Run 1, power grid:
The bar under the picture is 20 µm long. Pins as bars on the die edge. Tap cells in gray.
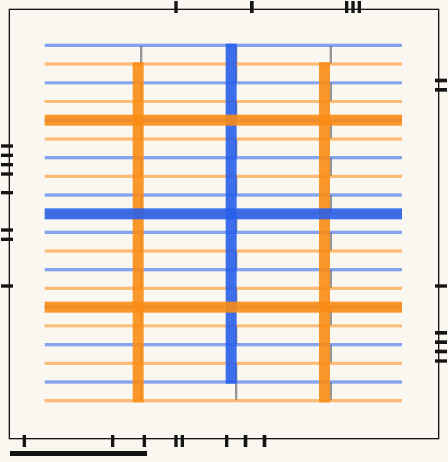
Run 1, signal wires by layer:
Only two layers are drawn.
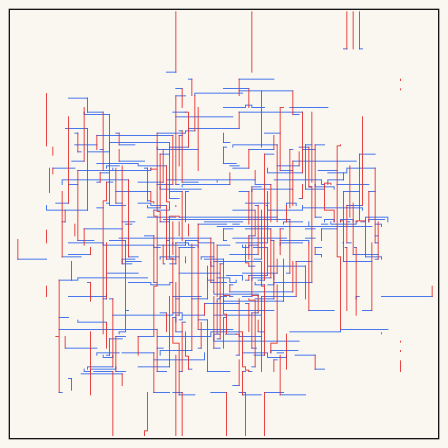
Run 1, zoomed window:
Region (34, 3) to (59, 28) µm. Cells in gray, sequential cells in the stronger gray; small squares are vias.
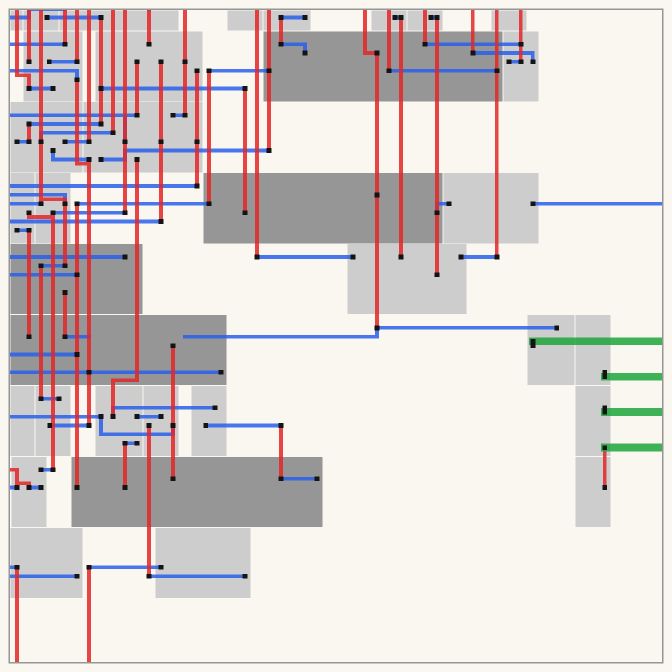
--- src/rtl/seq_detector_prog.sv ---
// Programmable serial sequence detector (pattern length 1..MAX_LEN, overlap select).
// Define SEQDET_COUNT_EN to build the saturating match counter; otherwise match_count is 0.
module seq_detector_prog #(
    parameter int                 MAX_LEN     = 8,
    parameter int                 LEN_W       = $clog2(MAX_LEN) + 1,
    parameter logic [MAX_LEN-1:0] RST_PATTERN = 8'b0000_1001,
    parameter int                 RST_LEN     = 4,
    parameter bit                 RST_OVERLAP = 1'b1,
    parameter int                 CNT_W       = 8
) (
    input  logic               clk,
    input  logic               rst,
    input  logic               cfg_load,
    input  logic [MAX_LEN-1:0] cfg_pattern,
    input  logic [LEN_W-1:0]   cfg_len,
    input  logic               cfg_overlap,
    input  logic               x,
    input  logic               x_valid,
    input  logic               count_clr,
    output logic               y,
    output logic [CNT_W-1:0]   match_count
);

    logic [MAX_LEN-1:0] pat_q, pat_d;
    logic [LEN_W-1:0]   len_q, len_d;
    logic               ovl_q, ovl_d;
    logic [MAX_LEN-1:0] hist_q, hist_d;
    logic [LEN_W-1:0]   fill_q, fill_d;
    logic               y_q, y_d;

    logic [MAX_LEN-1:0] hist_n;
    logic [LEN_W-1:0]   fill_n;
    logic [LEN_W-1:0]   eff_len;
    logic [MAX_LEN-1:0] mask;
    logic               match;

    always_comb begin
        eff_len = (len_q > LEN_W'(MAX_LEN)) ? LEN_W'(MAX_LEN) : len_q;
        for (int i = 0; i < MAX_LEN; i++) begin
            mask[i] = (i < int'(eff_len));
        end
        hist_n = {hist_q[MAX_LEN-2:0], x};
        fill_n = (fill_q == LEN_W'(MAX_LEN)) ? fill_q : fill_q + 1'b1;
    end

    always_comb begin
        pat_d  = pat_q;
        len_d  = len_q;
        ovl_d  = ovl_q;
        hist_d = hist_q;
        fill_d = fill_q;
        y_d    = 1'b0;
        match  = 1'b0;
        if (cfg_load) begin
            // The bit on a load edge is dropped; the new pattern starts from an empty history.
            pat_d  = cfg_pattern;
            len_d  = cfg_len;
            ovl_d  = cfg_overlap;
            hist_d = '0;
            fill_d = '0;
        end else if (x_valid) begin
            match  = (eff_len != '0) && (fill_n >= eff_len) &&
                     (((hist_n ^ pat_q) & mask) == '0);
            y_d    = match;
            hist_d = hist_n;
            fill_d = (match && !ovl_q) ? '0 : fill_n;
        end
    end

    always_ff @(posedge clk or negedge rst) begin
        if (!rst) begin
            pat_q  <= RST_PATTERN;
            len_q  <= LEN_W'(RST_LEN);
            ovl_q  <= RST_OVERLAP;
            hist_q <= '0;
            fill_q <= '0;
            y_q    <= 1'b0;
        end else begin
            pat_q  <= pat_d;
            len_q  <= len_d;
            ovl_q  <= ovl_d;
            hist_q <= hist_d;
            fill_q <= fill_d;
            y_q    <= y_d;
        end
    end

    assign y = y_q;

`ifdef SEQDET_COUNT_EN
    logic [CNT_W-1:0] cnt_q, cnt_d;

    always_comb begin
        cnt_d = cnt_q;
        if (count_clr) begin
            cnt_d = '0;
        end else if (match && (cnt_q != '1)) begin
            cnt_d = cnt_q + 1'b1;
        end
    end

    always_ff @(posedge clk or negedge rst) begin
        if (!rst) begin
            cnt_q <= '0;
        end else begin
            cnt_q <= cnt_d;
        end
    end

    assign match_count = cnt_q;
`else
    logic cnt_unused;
    assign cnt_unused  = count_clr;
    assign match_count = '0;
`endif

endmodule

--- config.mk ---
export PLATFORM = sky130hd
export DESIGN_NAME = seq_detector_prog
export DESIGN_NICKNAME = d
export VERILOG_FILES = /design/src/rtl/seq_detector_prog.sv
export SDC_FILE = /design/constraint.sdc
export NUM_CORES = 1
export LEC_CHECK = 0
export CAP_MARGIN = 20
export CORE_MARGIN = 5
export CORE_UTILIZATION = 50
export DETAILED_ROUTE_END_ITERATION = 16
export GPL_ROUTABILITY_DRIVEN = 0
export PLACE_DENSITY = 0.82
export REMOVE_ABC_BUFFERS = 1
export SLEW_MARGIN = 25
export SYNTH_ARGS = -nofsm -noshare
export SYNTH_HDL_FRONTEND = slang
export SYNTH_SLANG_ARGS = --single-unit
--- constraint.sdc ---
create_clock -name clk -period 6.1 [get_ports clk]
set_clock_uncertainty 0.15 [all_clocks]
set_input_delay 0.61 -clock clk [delete_from_list [all_inputs] [get_ports clk]]
set_output_delay 0.61 -clock clk [all_outputs]
set_load 0.02 [all_outputs]
==> flow_summary.toml, run 1 <==
# yosys + openroad results
[status]
outcome = "finished, final reports clean"

[global_route]
grt_overflow_total = 0
grt_util_all_layers_pct = 12.6
grt_most_used_layer = "met2"
gr-usage-met2_pct = 23.6

[final_timing]
setup_viol = 0
fin_setup_tns_ns = 0

[final_layout]
inverters_excl_clock = 7
sh_comb_area_pct = 42.3
n_antenna_cell = 0
fin_area_um2 = 1560
flops = 25
logic_gates = 91
layout_top_cell = "dfrtp_1"
nNetsFinal = 171

[route]
highest_layer = "met4"
met1_length_um = 985
ant_nets = 0
met3_wirelength_um = 94

[worst_setup_path]
crit_buf_inv = 2
worst-path-stages = 12
r2r_cells = 12
required_ns = 6.19
worstSetupStartpoint = "fill_q[0]"
rr_startpoint = "fill_q[0]"

[power_and_ir_drop]
pwr-share-clk_pct = 22.2
power_w = 0.000321
power-top-group = "sequential cells"

[placed_design]
dp_hpwl_mm = 1.80
pre_cts_ws_ns = 3.38

[hold_path]
hold_class = "input port to asynchronous set/reset pin"

[die]
num_rows = 19
fp_util_pct = 50.9

[yosys]
synth_seq_share_pct = 46.2
ys_cells = 128
synthDistinctLibCells = 30
yosys_area_um2 = 1370
yosys_warnings = 0
ys_ff = 25

[job]
warning_count = 27

[clocking]
cts_buffer_depth = 2
Notes on 'power grid' above:
[VDD] blue
[VSS] orange
met1 rails: 20
rows: 19
tap cells: 31
met4 straps: 3
IR drop worst, VDD: 0.165 mV
die height: 62.3 µm
Core ar.: 2690 µm²
Die Width: 62.3 µm

Notes on 'signal wires by layer' above:
[metal 1] blue | wire length: 985 µm
[metal 2] red | wire length: 1,220 µm

Notes on 'zoomed window' above:
[metal 3] green
[metal 1] blue
[metal 2] red
cells with their middle in the window: 25
netlist names of flops here include: `len_q` (2)
sequential cells in the window: 5

==> run 1: synthesized netlist by cell type (2+ instances only) <==
cell	instances	area share (%)
dfrtp_1	21	38
nand2_1	13	3.6
nor2_1	10	2.7
buf_4	8	4.4
mux2_2	8	6.6
mux2i_1	8	5.9
inv_1	7	1.9
ha_1	6	5.5
xnor2_1	6	3.8
o21ai_0	5	1.8
dfstp_2	4	7.7
xor2_1	4	2.6
mux2_1	3	2.5
a21oi_1	2	0.73
buf_2	2	0.73
clkbuf_1	2	0.55
nand2b_1	2	0.92
nand3_1	2	0.73
o2111a_1	2	1.6
o21ai_1	2	0.73
o21ai_2	2	1.3
==> run 1: flip-flops by register name, summed over array words and instances, names as in the netlist <==
signal	count
fill_q	4
pat_q	8
y	1
hist_q	7
len_q	4
ovl_q	1
Run 1, track usage over the die:
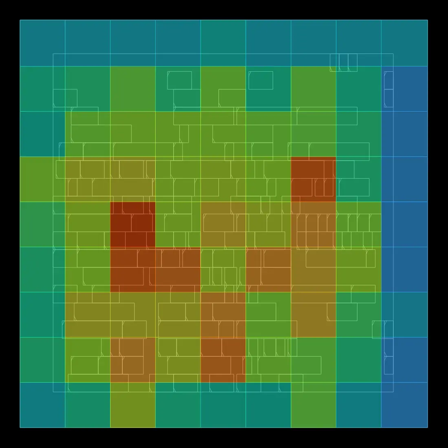

==> run 2: changes to the inputs <==
- clock period: 6.1 -> 2.8 ns (I/O delays scaled with it)
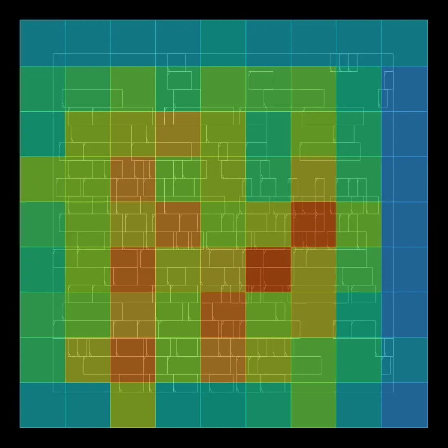
Run 2: track usage over the die
met2 global-route usage: 21.6%
GRT Max-Usage Layer: met2
met3 Use GR: 2.52%
Total Routing Usage GR: 12.6%

==> run 2 against run 1 <==
Effect of this change:
- clock power up 130%
- non-clock buffer count up 3
- highest routed layer unchanged
- via count rose by 2.2%
- die area unchanged
- sequential share of layout area shrank 0.74 points
- register-to-register slack worse by 3.2 ns
- largest cell class unchanged
- first-iteration DRC count increased by 45%
- largest power group unchanged
- count of clock-buffer cells in the layout unchanged
- maximum frequency rose by 5.2%
- combinational power grew 130%
- global-route usage shrank 0.061 points
==> flow_summary.toml, run 2 <==
# yosys + openroad results
[power_and_ir_drop]
power-top-group = "sequential cells"
intPower_w = 0.000515
pwr-share-seq_pct = 57.8
power_switching_w = 0.000194
pwr-share-clk_pct = 22.7
power_w = 0.000709
ir_drop_mv = 0.384

[placed_design]
placed_area_um2 = 1560
port_buffers = 18
dp_hpwl_mm = 1.83
place_inst = 175
pre_cts_ws_ns = 0.184

[final_timing]
fin_setup_tns_ns = 0
report.final.slew_viol_count = 0
setup_viol = 0
setup_ws_ns = 0.201
whs_ns = 0.153
fin_crit_sh_pct = 92.8

[yosys]
yosys_warnings = 0
common_cells = "21 x dfrtp_1, 13 x nand2_1, 10 x nor2_1"
yosysTopAreaCellShare_pct = 38.5
synth_seq_share_pct = 46.2
ys_cells = 128
synthDistinctLibCells = 30
syn_area_um2 = 1370
yosys_area_um2 = 1370
netlist_instances = 128
yosys.area.top_type = "dfrtp_1"
ys_ff = 25
area_leaders = "dfrtp_1 38%, dfstp_2 7.7%, mux2_2 6.6%"
top_cell = "dfrtp_1"

[global_route]
grt_max_degree = 26
grt_overflow_total = 0
grt_first_pass_wirelength_mm = 4.02

[route]
highest_layer = "met4"
wire_per_inst_um = 13.2
met3_wirelength_um = 126
wirelength_mm = 2.36
ant_nets = 0
num_vias = 922
met1_length_mm = 1.01
drt_iter0_markers = 29
viasPerCell = 5.15

[clocking]
cts.sink_count = 25
cts_tree = "yes"
clk_latency_ns = 0.32
cts_buffer_depth = 2

[final_layout]
n_antenna_cell = 0
fin_util_pct = 59.0
n_fill_cell = 244
nNetsFinal = 174
fin_area_um2 = 1580
largestRegisters = "pat_q x8, hist_q x7"
layout_top_cell = "dfrtp_1"
largest_reg_flops = 8
top_register = "pat_q"

[worst_setup_path]
cpPeakStageDelay_ns = 0.45
worstSetupStartpoint = "fill_q[0]"
crit_chain = "inv_1 > ha_1 > nand2_1 > nor2_1 > xnor2_1 > inv_1 > ha_1 > nand2b_1 > a2111oi_1 > nor3_2 > o2111a_2 > o21ai_1"
r2r_cells = 12
rr_startpoint = "fill_q[0]"
required_ns = 2.90
worst-path-stages = 12
r2r-end = "fill_q[2]"
crit_path_top_delay_cell = "dfrtp_1"
crit_buf_inv = 2
rrSetupSlack_ns = 0.20
cp_data_arrival_time_ns = 2.70

[job]
warning_count = 27
drv_cap = 0

[die]
coreArea_um2 = 2690
fp_util_pct = 50.9
die_x_um = 62.3
ios = 28
num_rows = 19
die_y_um = 62.3

[status]
outcome = "finished, final reports clean"

[hold_path]
hold_class = "input port to asynchronous set/reset pin"
==> run 2: cell families (layout without fill, tap and decap cells) <==
logic type | count (synthesis) | in the layout | synth area share [%]
AOI/OAI and AO/OA | 17 | 17 | 8.97
xor gates and xnor gates | 10 | 10 | 6.41
adders and majority gates | 6 | 6 | 5.49
buffers and inverters | 19 | 32 | 7.60
DFF | 25 | 25 | 46.2
muxes | 19 | 19 | 14.9
other | 1 | 8 | 0.274
and+or+nand+nor | 31 | 31 | 10.2
==> run 2: timing repair <==
item / CTS / global route
hold endpoints to repair: 0 / 0
resized: 0 / 1
hold buffers: 0 / 0
setup endpoints to repair: 0 / 1
==> run 2: area by class of cell <==
class	count	area share [%]
repair buffers	21	12.8
clock buffers	4	1.66
well taps	31	2.45
flip-flops and latches	25	39.8
inverters	7	1.66
multi-input cells	91	41.6
==> run 3: changes to the inputs <==
- CAP_MARGIN: 20 -> 25
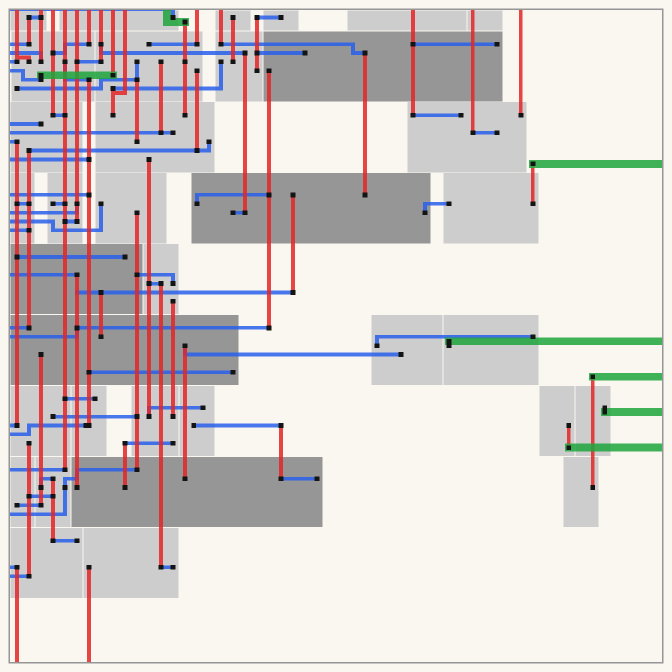
Run 3: zoomed window
Region (34, 3) to (59, 28) µm. Cells in gray, sequential cells in the stronger gray; small squares are vias.
[metal 2] red
[metal 1] blue
[metal 3] green
cells with their middle in the window: 29
most frequent: clkdlybuf4s50_1 (4)
sequential cells in the window: 5
netlist names of flops here include: `len_q` (2)

==> run 3 against run 2 <==
Effect of this change:
- area after synthesis unchanged
- largest cell class unchanged
- combinational power about the same
- worst setup slack unchanged
- die area unchanged
- critical path type unchanged
- highest routed layer unchanged
==> flow_summary.toml, run 3 <==
# yosys + openroad results
[status]
outcome = "finished, final reports clean"

[die]
die_x_um = 62.3
taps = 31
num_rows = 19
die_y_um = 62.3

[route]
met3_wirelength_um = 126
wire_per_inst_um = 13.2
viasPerCell = 5.15
highest_layer = "met4"
wirelength_mm = 2.36
ant_nets = 0

[power_and_ir_drop]
power_w = 0.000709
power-top-group = "sequential cells"
pwr-share-seq_pct = 57.8
intPower_w = 0.000515

[clocking]
cts_buffer_depth = 2
cts.sink_count = 25
cts_tree = "yes"

[final_layout]
largest_reg_flops = 8
nNetsFinal = 174
flops = 25
seq_share_pct = 39.8
clockNetworkAreaShare_pct = 1.66
logic_gates = 91
n_antenna_cell = 0
top_register = "pat_q"
n_all_buffers = 21
n_fill_cell = 244
clock_buffers = 4

[final_timing]
setup_viol = 0
setup_ws_ns = 0.201

[hold_path]
hold_class = "input port to asynchronous set/reset pin"

[yosys]
ys_ff = 25
area_leaders = "dfrtp_1 38%, dfstp_2 7.7%, mux2_2 6.6%"
synth_seq_share_pct = 46.2
yosys_warnings = 0
netlist_instances = 128
syn_area_um2 = 1370
top_logic_kind = "multiplexers"
top_cell = "dfrtp_1"
synthAoiAreaFrac_pct = 8.97
yosys.area.top_type = "dfrtp_1"

[job]
warning_count = 27
drv_cap = 0

[placed_design]
pre_cts_ws_ns = 0.184

[worst_setup_path]
required_ns = 2.90
crit_buf_inv = 2
rr_startpoint = "fill_q[0]"
crit_chain = "inv_1 > ha_1 > nand2_1 > nor2_1 > xnor2_1 > inv_1 > ha_1 > nand2b_1 > a2111oi_1 > nor3_2 > o2111a_2 > o21ai_1"
r2r-end = "fill_q[2]"
rrSetupSlack_ns = 0.20
crit_path_top_delay_cell = "dfrtp_1"
cp_data_arrival_time_ns = 2.70

[global_route]
grt_util_all_layers_pct = 12.6
grt_overflow_total = 0
grt_max_degree = 26
## run 3: through the flow
step	hold slack [ns]	area, µm²	cells
floorplan	-0.166	1320	123
global placement	0.334	1560	175
detailed placement	0.340	1560	175
CTS	0.160	1580	179
global route	0.179	1580	179
finish	0.153	1580	179
## run 3: worst max path at each step
| stage | to | slack [ns] | from |
|---|---|---|---|
| after floorplan | fill_q[1] | 0.39 | fill_q[0] |
| after global placement | fill_q[2] | 0.16 | fill_q[0] |
| after detailed placement | fill_q[0] | 0.18 | fill_q[0] |
| after CTS | fill_q[0] | 0.14 | fill_q[0] |
| after global routing | fill_q[2] | 0.03 | fill_q[0] |
| final | fill_q[2] | 0.20 | fill_q[0] |
## run 3: repair_timing
item	CTS	global route
endpoints found under the setup margin	0	1
hold buffers	0	0
gates resized	0	1
Power figures rest on the tool's default switching activity, not on a simulated workload.
